**config.mk**
```make
export PLATFORM = sky130hd
export DESIGN_NAME = multicycle_control_unit
export DESIGN_NICKNAME = d
export VERILOG_FILES = /design/src/rtl/multicycle_control_unit.sv
export SDC_FILE = /design/constraint.sdc
export NUM_CORES = 1
export LEC_CHECK = 0
export CORE_UTILIZATION = 35
export DETAILED_ROUTE_END_ITERATION = 16
export SLEW_MARGIN = 10
export SYNTH_ARGS = -nofsm -noshare
export SYNTH_HDL_FRONTEND = slang
export SYNTH_SLANG_ARGS = --single-unit
export TNS_END_PERCENT = 5
```
**constraint.sdc**
```tcl
create_clock -name clk -period 2.02 [get_ports clk]
set_input_delay 0.202 -clock clk [delete_from_list [all_inputs] [get_ports clk]]
set_output_delay 0.202 -clock clk [all_outputs]
set_load 0.05 [all_outputs]
```
**src/rtl/multicycle_control_unit.sv**
```systemverilog
// ============================================================================
// Module   : multicycle_control_unit
// Brief    : Multi-cycle control unit with its own instruction register.
//            Fetches instruction words over a req/ack RAM handshake, decodes
//            them and sequences the datapath control lines through
//            IDLE/FETCH/DECODE/EXEC/MEM/IO/HALT. A bus-wait watchdog turns
//            a stalled handshake into a sticky error and a halt.
// Revision : 1.0 - initial release
// ============================================================================
`default_nettype none

module multicycle_control_unit #(
  parameter int RA_W    = 2,
  parameter int TIMEOUT = 15,
  localparam int IR_W   = 4 + 2 * RA_W
) (
  input  logic            clk,
  input  logic            rst,
  input  logic [IR_W-1:0] mem_rdata,
  input  logic            mem_ack,
  input  logic            z,
  input  logic            c,
  input  logic            in_valid,
  input  logic            out_ready,
  output logic            mem_req,
  output logic            mem_we,
  output logic [1:0]      madd,
  output logic            ir_ld,
  output logic            pc_inc,
  output logic            pc_ld,
  output logic            reg_we,
  output logic [RA_W-1:0] reg_wa,
  output logic [RA_W-1:0] reg_ra,
  output logic [3:0]      alu_s,
  output logic            alu_m,
  output logic [1:0]      shift_sel,
  output logic            cf_en,
  output logic            zf_en,
  output logic            in_en,
  output logic            out_en,
  output logic            halted,
  output logic            err
);

  // State encoding
  localparam logic [2:0] S_IDLE   = 3'd0;
  localparam logic [2:0] S_FETCH  = 3'd1;
  localparam logic [2:0] S_DECODE = 3'd2;
  localparam logic [2:0] S_EXEC   = 3'd3;
  localparam logic [2:0] S_MEM    = 3'd4;
  localparam logic [2:0] S_IO     = 3'd5;
  localparam logic [2:0] S_HALT   = 3'd6;

  // Opcodes
  localparam logic [3:0] OP_NOP  = 4'h0;
  localparam logic [3:0] OP_MOVA = 4'h1;
  localparam logic [3:0] OP_MOVB = 4'h2;
  localparam logic [3:0] OP_MOVC = 4'h3;
  localparam logic [3:0] OP_ADD  = 4'h4;
  localparam logic [3:0] OP_SUB  = 4'h5;
  localparam logic [3:0] OP_AND  = 4'h6;
  localparam logic [3:0] OP_NOT  = 4'h7;
  localparam logic [3:0] OP_RSR  = 4'h8;
  localparam logic [3:0] OP_RSL  = 4'h9;
  localparam logic [3:0] OP_JMP  = 4'hA;
  localparam logic [3:0] OP_JZ   = 4'hB;
  localparam logic [3:0] OP_JC   = 4'hC;
  localparam logic [3:0] OP_IN   = 4'hD;
  localparam logic [3:0] OP_OUT  = 4'hE;
  localparam logic [3:0] OP_HALT = 4'hF;

  // The wait counter only has to hold values up to TIMEOUT-1: the watchdog
  // fires on the cycle in which the count would reach TIMEOUT.
  localparam int CNT_W = (TIMEOUT > 1) ? $clog2(TIMEOUT) : 1;
  localparam logic [CNT_W-1:0] CNT_LAST = (TIMEOUT > 0) ? CNT_W'(TIMEOUT - 1) : '0;

  logic [2:0]      state;
  logic [2:0]      state_nx;
  logic [IR_W-1:0] ir_q;
  logic [CNT_W-1:0] wait_cnt;
  logic            err_q;

  logic [3:0]      opcode;
  logic            waiting;
  logic            done;
  logic            timeout;

  assign opcode = ir_q[IR_W-1:IR_W-4];

  // Completion condition of whichever handshake the current state waits on
  always_comb begin
    waiting = 1'b0;
    done    = 1'b0;
    case (state)
      S_FETCH: begin
        waiting = 1'b1;
        done    = mem_ack;
      end
      S_MEM: begin
        waiting = 1'b1;
        done    = mem_ack;
      end
      S_IO: begin
        waiting = 1'b1;
        done    = (opcode == OP_IN) ? in_valid : out_ready;
      end
      default: begin
        waiting = 1'b0;
        done    = 1'b0;
      end
    endcase
  end

  // Watchdog trips only on a wait cycle without completion, so a completion
  // landing on the final allowed cycle still wins.
  assign timeout = (TIMEOUT != 0) && waiting && !done && (wait_cnt == CNT_LAST);

  // State register, instruction register, wait counter and sticky error
  always_ff @(posedge clk or posedge rst) begin
    if (rst) begin
      state    <= S_IDLE;
      ir_q     <= '0;
      wait_cnt <= '0;
      err_q    <= 1'b0;
    end else begin
      state <= state_nx;
      if (state == S_FETCH && mem_ack) begin
        ir_q <= mem_rdata;
      end
      if (state_nx != state) begin
        wait_cnt <= '0;
      end else if (waiting) begin
        wait_cnt <= wait_cnt + CNT_W'(1);
      end
      if (timeout) begin
        err_q <= 1'b1;
      end
    end
  end

  // Next-state logic; branch flags are consulted only while in DECODE
  always_comb begin
    state_nx = state;
    case (state)
      S_IDLE: state_nx = S_FETCH;
      S_FETCH: begin
        if (mem_ack)      state_nx = S_DECODE;
        else if (timeout) state_nx = S_HALT;
      end
      S_DECODE: begin
        case (opcode)
          OP_NOP:                    state_nx = S_FETCH;
          OP_HALT:                   state_nx = S_HALT;
          OP_MOVB, OP_MOVC, OP_JMP:  state_nx = S_MEM;
          OP_JZ:                     state_nx = z ? S_MEM : S_EXEC;
          OP_JC:                     state_nx = c ? S_MEM : S_EXEC;
          OP_IN, OP_OUT:             state_nx = S_IO;
          default:                   state_nx = S_EXEC;
        endcase
      end
      S_EXEC: state_nx = S_FETCH;
      S_MEM, S_IO: begin
        if (done)         state_nx = S_FETCH;
        else if (timeout) state_nx = S_HALT;
      end
      S_HALT:  state_nx = S_HALT;
      default: state_nx = S_IDLE;
    endcase
  end

  // Datapath control decode from state and IR; handshake-completion strobes
  // are qualified by the ack/valid/ready seen in the completing cycle
  always_comb begin
    mem_req   = 1'b0;
    mem_we    = 1'b0;
    madd      = 2'b00;
    ir_ld     = 1'b0;
    pc_inc    = 1'b0;
    pc_ld     = 1'b0;
    reg_we    = 1'b0;
    alu_s     = 4'h0;
    alu_m     = 1'b0;
    shift_sel = 2'b00;
    cf_en     = 1'b0;
    zf_en     = 1'b0;
    in_en     = 1'b0;
    out_en    = 1'b0;
    case (state)
      S_FETCH: begin
        mem_req = 1'b1;
        madd    = 2'b00;
        ir_ld   = mem_ack;
        pc_inc  = mem_ack;
      end
      S_EXEC: begin
        alu_s = opcode;
        case (opcode)
          OP_MOVA: begin
            reg_we = 1'b1;
            alu_m  = 1'b1;
          end
          OP_ADD, OP_SUB: begin
            reg_we = 1'b1;
            alu_m  = 1'b1;
            cf_en  = 1'b1;
            zf_en  = 1'b1;
          end
          OP_AND, OP_NOT: begin
            reg_we = 1'b1;
            alu_m  = 1'b1;
          end
          OP_RSR: begin
            reg_we    = 1'b1;
            shift_sel = 2'b01;
            cf_en     = 1'b1;
          end
          OP_RSL: begin
            reg_we    = 1'b1;
            shift_sel = 2'b10;
            cf_en     = 1'b1;
          end
          // Only untaken branches reach EXEC: step over the target word
          OP_JZ, OP_JC: pc_inc = 1'b1;
          default: ;
        endcase
      end
      S_MEM: begin
        mem_req = 1'b1;
        case (opcode)
          OP_MOVB: begin
            madd   = 2'b10;
            mem_we = 1'b1;
          end
          OP_MOVC: begin
            madd   = 2'b01;
            reg_we = mem_ack;
          end
          default: begin
            madd  = 2'b00;
            pc_ld = mem_ack;
          end
        endcase
      end
      S_IO: begin
        if (opcode == OP_IN) begin
          in_en  = 1'b1;
          reg_we = in_valid;
        end else begin
          out_en = 1'b1;
          alu_m  = 1'b1;
          alu_s  = opcode;
        end
      end
      default: ;
    endcase
  end

  assign reg_wa = ir_q[2*RA_W-1:RA_W];
  assign reg_ra = ir_q[RA_W-1:0];
  assign halted = (state == S_HALT);
  assign err    = err_q;

endmodule

`default_nettype wire
```
==> images/wires.png <==
Scale bar: 20 µm. Only two layers are drawn.
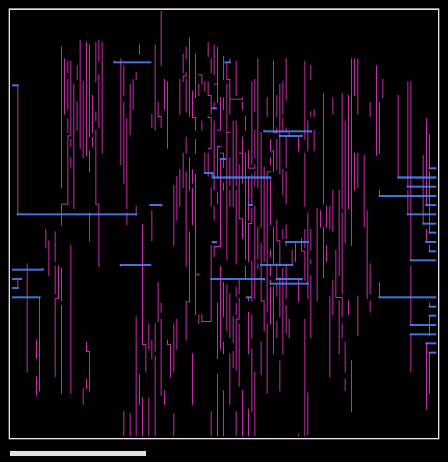
Key: magenta = metal 2 [wire length 1950 µm]; blue = metal 3 [wire length 139 µm]

==> images/clk_routes.png <==
Scale bar: 20 µm.
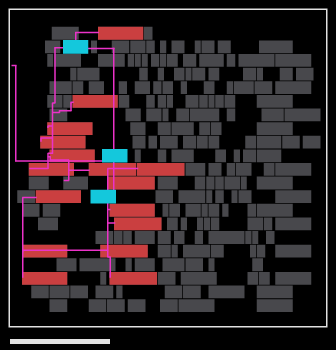
Key: cyan = clock drivers [count 3]; red = flip-flops [count 16]; magenta = clock wires [length 219 µm]
There are 4 routed clock nets.

==> images/clocks.png <==
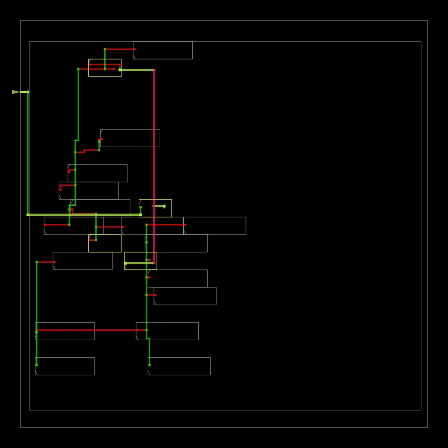
cts bufs inserted: 3
flip-flops: 16
clk latency late pin: 0.25 ns
Worst Skew: 0.00369 ns

==> flow_summary.toml <==
# implementation run metrics
[layout]
nonClockInverterCount = 6
area_dominant_class = "multi-input combinational cells"
regArea_um2 = 408
num-fill-cells = 299
final_nets = 223
sh_seq_area_pct = 19.0

[floorplanning]
chipHeight_um = 63.1
chip_area_um2 = 3980

[clocking]
clk_path_buf_depth = 2
postCtsSetupBuffers = 4
cts_resized = 7
htree_levels = 1

[yosys]
ys_sh_adder_pct = 1.91
synth_area_per_cell_um2 = 8.17
syn-cell-area_um2 = 1310
ys_warn_count = 0
yosysCellCount = 160
ys_chip_area_um2 = 1310

[setup_path]
cp-endpoint = "pc_inc"
ff2ff_setup_slack_ns = 0.08
cp_max_fo = 12
reg2reg_to = "wait_cnt[1]"
endpoint_kind = "output pin"
critPathKind = "flop to output pin"

[detailed_routing]
drt_iter0_drc = 66
dr_total_vias = 1364
highest_layer = "met4"
vias_per_cell = 5.43
wl_um = 3710

[pwr]
p_leak_nw = 0.871
p_comb_share_pct = 72.7
p_sw_share_pct = 49.3

[global_route]
grt_max_degree = 17

[final_timing]
post-route-min-period_ns = 1.97
tightest_slew_ns = 0.588

[flow_run]
warnings = 30

[status]
status = "finished, final reports clean"
==> images/flops_by_reg.png <==
Scale bar: 20 µm. Other sequential cells in the stronger grey, the rest of the logic in the fainter grey.
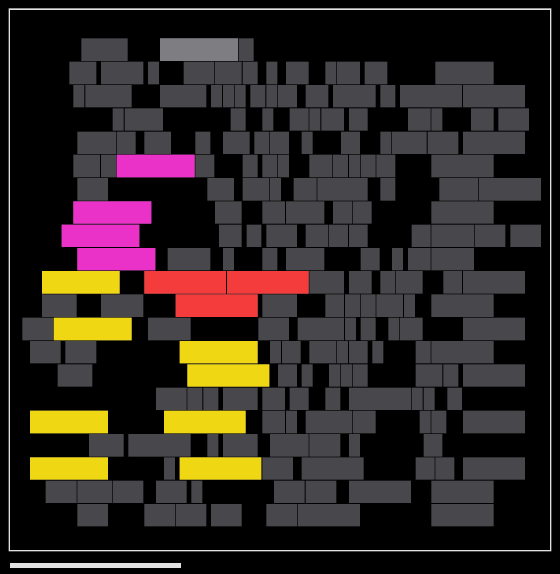
Key: magenta = wait_cnt [sequential cells 4, where middle left]; yellow = ir_q [sequential cells 8]; red = state [sequential cells 3]
Another 1 sequential cells are not coloured.

==> images/placement_by_type.png <==
Fill, decap, tap and diode cells in grey.
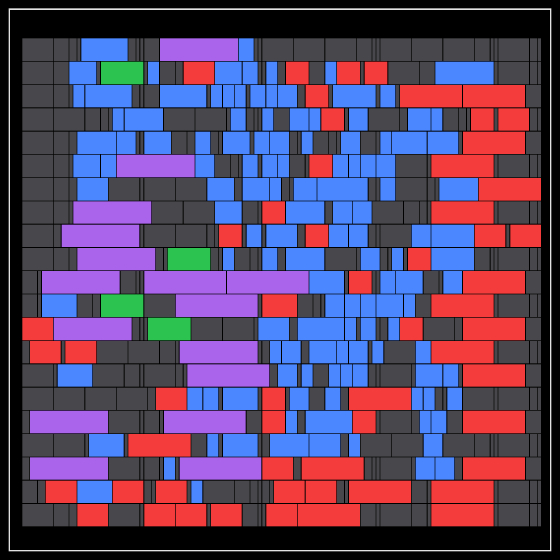
Key: blue = combinational and other logic [cells 129]; purple = flops [cells 16]; green = clock drivers and dummy loads [cells 4]; red = other buffers and delay cells [cells 56]

worst max-delay path, cell delays in order, from the launching register on:
cell and delay [ns]:
dfrtp_2 0.49, buf_4 0.19, nand2b_1 0.17, nor2_1 0.18, buf_6 0.19, a31o_2 0.15, buf_12 0.14
registers in the layout (all words and copies together), names as in the netlist:
register	flops
ir_q	8
state	3
err	1
wait_cnt	4
power by group through the flow:
stage	Sequential (mW)	Clock (mW)	Combinational [mW]
floorplan	0.507	0	1.54
global placement	0.622	0	2.19
detailed placement	0.624	0	2.22
CTS	0.606	0.289	2.32
global route	0.644	0.304	2.54
finish	0.622	0.279	2.40
synth_stat cells, drive strengths merged:
cell type / number / area [µm²]
inv: 6 / 22.5
and3: 1 / 6.26
o22ai: 1 / 6.26
nand2b: 5 / 31.3
a32oi: 1 / 8.76
a211oi: 2 / 25.0
o22a: 1 / 8.76
a22oi: 1 / 7.51
nor4: 1 / 6.26
o21ai: 13 / 72.6
nor2: 16 / 60.1
buf: 14 / 91.3
a21oi: 9 / 45.0
o2111a: 1 / 11.3
o221ai: 1 / 8.76
xnor2: 2 / 17.5
nand4: 1 / 6.26
nor3: 6 / 30.0
or3: 1 / 6.26
a2111oi: 5 / 53.8
mux2: 6 / 67.6
xor2: 3 / 26.3
ha: 2 / 25.0
a2bb2oi: 1 / 8.76
a211o: 1 / 10.0
dfrtp: 16 / 400
nand3: 4 / 20.0
clkbuf: 1 / 3.75
nand4b: 1 / 8.76
a31o: 2 / 17.5
a31oi: 2 / 12.5
nor2b: 6 / 37.5
and2: 5 / 31.3
mux2i: 1 / 13.8
nor3b: 3 / 27.5
a21o: 1 / 7.51
nand2: 17 / 63.8
per-layer routing:
metal  track usage (%)  vias up
li1                  -      653
met1              22.6      652
met2              34.7       50
met3              2.72        9
met4              11.0        0
met5                 0        -
Power is estimated from default activity; no workload was simulated.
